**Signal wires on met3**

Scale: 1 px per µm.
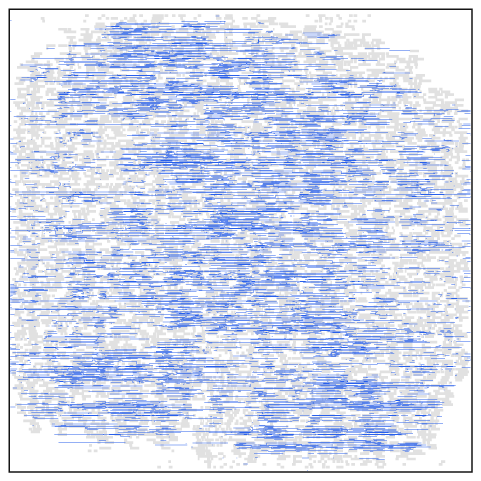
**Met2 routing**

Scale: 1 px per µm.
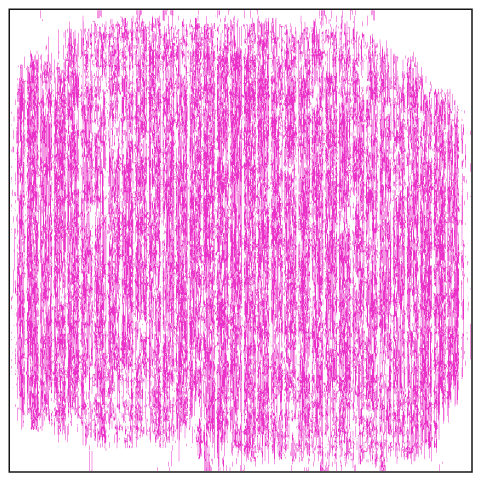
==> config.mk <==
export PLATFORM = sky130hd
export DESIGN_NAME = regfile_param_flat
export DESIGN_NICKNAME = d
export VERILOG_FILES = /design/src/rtl/regfile_param_if.sv /design/src/rtl/regfile_param.sv /design/src/flat_wrapper.sv
export SDC_FILE = /design/constraint.sdc
export NUM_CORES = 2
export LEC_CHECK = 0
export CORE_MARGIN = 2
export CORE_UTILIZATION = 50
export DETAILED_ROUTE_END_ITERATION = 7
export PLACE_DENSITY_LB_ADDON = 0.1
export SKIP_CTS_REPAIR_TIMING = 1
export SYNTH_ARGS = -nofsm -noshare
export SYNTH_HDL_FRONTEND = slang
export SYNTH_SLANG_ARGS = --single-unit
==> constraint.sdc <==
create_clock -name clk -period 121.7 [get_ports clk]
set_clock_uncertainty 0.05 [all_clocks]
set_input_delay 18.255 -clock clk [delete_from_list [all_inputs] [get_ports clk]]
set_output_delay 18.255 -clock clk [all_outputs]
set_load 0.03 [all_outputs]
==> results.cfg <==
; synthesis and place-and-route metrics
[status]
status = complete, no violations

[yosys]
floorplan.nets = 7629
netlist.top_cell.by_area = sky130_fd_sc_hd__dfrtp_1
ys_warn_count = 0
top_cells_by_count = sky130_fd_sc_hd__a22o_1 (2152), sky130_fd_sc_hd__dfrtp_1 (2055), sky130_fd_sc_hd__mux4_2 (866), sky130_fd_sc_hd__clkbuf_1 (749), sky130_fd_sc_hd__mux2i_1 (412)
synthDominantCellAreaShare = 0.492
ys.flops = 2055
edf_count = 0
synth.avg_cell_area_um2 = 13.9
post_synth_main_area_contributors = sky130_fd_sc_hd__dfrtp_1 (49%), sky130_fd_sc_hd__mux4_2 (19%), sky130_fd_sc_hd__a22o_1 (18%)
ys_seq_frac = 0.492
synth.yosys.num_cells = 7541
synthArstFlopShare = 1.00
netlist.top_cell.by_instances = sky130_fd_sc_hd__a22o_1
post_synth_inst_count = 7541
synthesis.area_mm2 = 0.105
synth_cell_types = 46

[timing]
rsz0062_at_grt = no
hold-worst-slack_ns = 0.466
final_period_minus_worst_setup_slack_ns = 42.64
fin_crit_share = 0.350
worst-slew-pin-transition_ns = 1.41
clock.fmax_mhz = 23.5
finalSetupViolCount = 0
timing_hold_violations_final = 0
slew-limit-headroom = 0.0605
postLayoutSetupSlackWorst_ns = 79.06
setup_tns_ns = 0

[cells_and_area]
clock_area_frac = 0.0653
area_growth_pct = 11.5
n_clock_buffer = 321
non_clock_inverter_count = 6
multiInputGateArea_mm2 = 0.0494
sequential_cell_total = 2055
area.share.combinational = 0.424
largest_register_ffs = 2048
number_of_buffers_other_than_clock_buffers_in_the_final_layout = 503
multiInputCombCellCount = 4392
post_route_cells_drive_above_1_share = 0.219
post-route-util = 0.562
layout_top_cells = sky130_fd_sc_hd__a22o_1 (2152), sky130_fd_sc_hd__dfrtp_1 (2055), sky130_fd_sc_hd__mux4_2 (866), sky130_fd_sc_hd__mux2i_1 (412), sky130_fd_sc_hd__buf_4 (278)
final_design_area_no_fill_mm2 = 0.117
final_common_cell = sky130_fd_sc_hd__a22o_1
area_share_nonclk_buffers = 0.0388
area_dominant_class = flip-flops and latches
fin_cells = 10200
sh_seq_area = 0.441
final_net_count = 7267
antenna-diode-count = 17

[global_routing]
total_global_routing_overflow = 0
grt_max_degree = 190
grt_usage = 0.426
vias_in_the_first_global_route = 83100
initial_antenna_violation_count = 28

[power_and_ir_drop]
total_power_consumption_mw = 2.02
seq_power_mw = 0.870
power.internal_mw = 1.39
power.clock.total_mw = 0.716
top_consumer = registers
net-switching-power_mw = 0.630
irDropWorstVdd_uv = 18.2
power_frac_clock = 0.354
power.switching_fraction = 0.311
pwr-share-seq = 0.430
power_density_over_the_cells_mw_per_mm2 = 17.4

[floorplanning]
die_width_um = 461
floorplan.tapcells = 2788
core_area_mm2 = 0.207
init_core_util = 0.504
dieArea_mm2 = 0.213
die_boundary_height_um = 461
std_cell_rows = 167
boundary_pins = 213

[cts]
number_of_buffers_inserted_during_clock_tree_synthesis = 221
clock_latency_reported_for_the_late_side_of_the_worst_skew_pair_ns = 0.88
clock_pin_slew_of_the_registers_on_the_worst_case_setup_and_hold_paths_ns = 0.06
tritoncts = yes
clkSinkCount = 2055
cts.path.max_buffers = 3
h-tree-depth = 4

[worst_hold_path]
worst_hold_path.num_cells = 1

[critical_path]
worst_reg2reg_path_depth = 8
crit_path_max_fanout = 96
critical_path.slowest_cell = sky130_fd_sc_hd__buf_4
timing.critical_path.required_ns = 103.40
crit_chain = buf_8 -> buf_4 -> buf_12 -> buf_12 -> buf_4 -> mux4_2 -> a22o_1 -> a2111oi_1 -> a21oi_1 -> a22o_1 -> clkdlybuf4s50_1
worst-setup-path-type = input port to primary output
worstSetupStartpointType = input port
worst-r2r-setup-slack_ns = 116.84
slowest_delay_ns = 0.78

[placed_design]
preCtsSetupSlack_ns = 79.26
numPortBuffers = 212
placed_cell_area_mm2 = 0.109
post-dp-hpwl_um = 233000

[routing]
drt-wirelength-per-cell_um = 44.8
drt.antenna.violating_nets = 0
drt_drc_violations_left = 0
drt_pre_antenna_iters = 6
via_per_inst = 8.21

[run]
warning_count = 55
drv_cap = 0
Notes on 'signal wires on met3' above:
The wires run mostly horizontal. 1274 nets have wire on it.
met3 global-route usage: 0.148
wirelength, routed: 455000 µm
overall via count from detail_route: 83500

Notes on 'met2 routing' above:
6368 nets have wire on it. The layer holds 43% of the routed length.
Global Route met2 Usage: 0.606

cells by family after synthesis:
logic type | after synthesis | share of synthesized area
AND-OR/OR-AND | 2841 | 0.225
flip-flops | 2055 | 0.492
multiplexers | 1278 | 0.226
buffers and inverters | 1094 | 0.0426
AND/OR/NAND/NOR | 256 | 0.0129
XOR/XNOR | 12 | 0.00101
adder cells (fa/ha/maj) | 5 | 0.000598
critical path: cells and delay by family:
kind	cells	cell delay, ns
buf+inv	6	3.84
mux	1	0.60
compound gates	4	1.02
layer usage:
metal | vias to the layer above | part of all wire | track usage
met1 | 43800 | 0.36 | 0.559
met4 | 26 | 0.077 | 0.268
met5 | - | 0.00038 | 0
met2 | 7714 | 0.43 | 0.606
met3 | 1902 | 0.14 | 0.148
li1 | 30000 | - | -
Power is estimated from default activity; no workload was simulated.
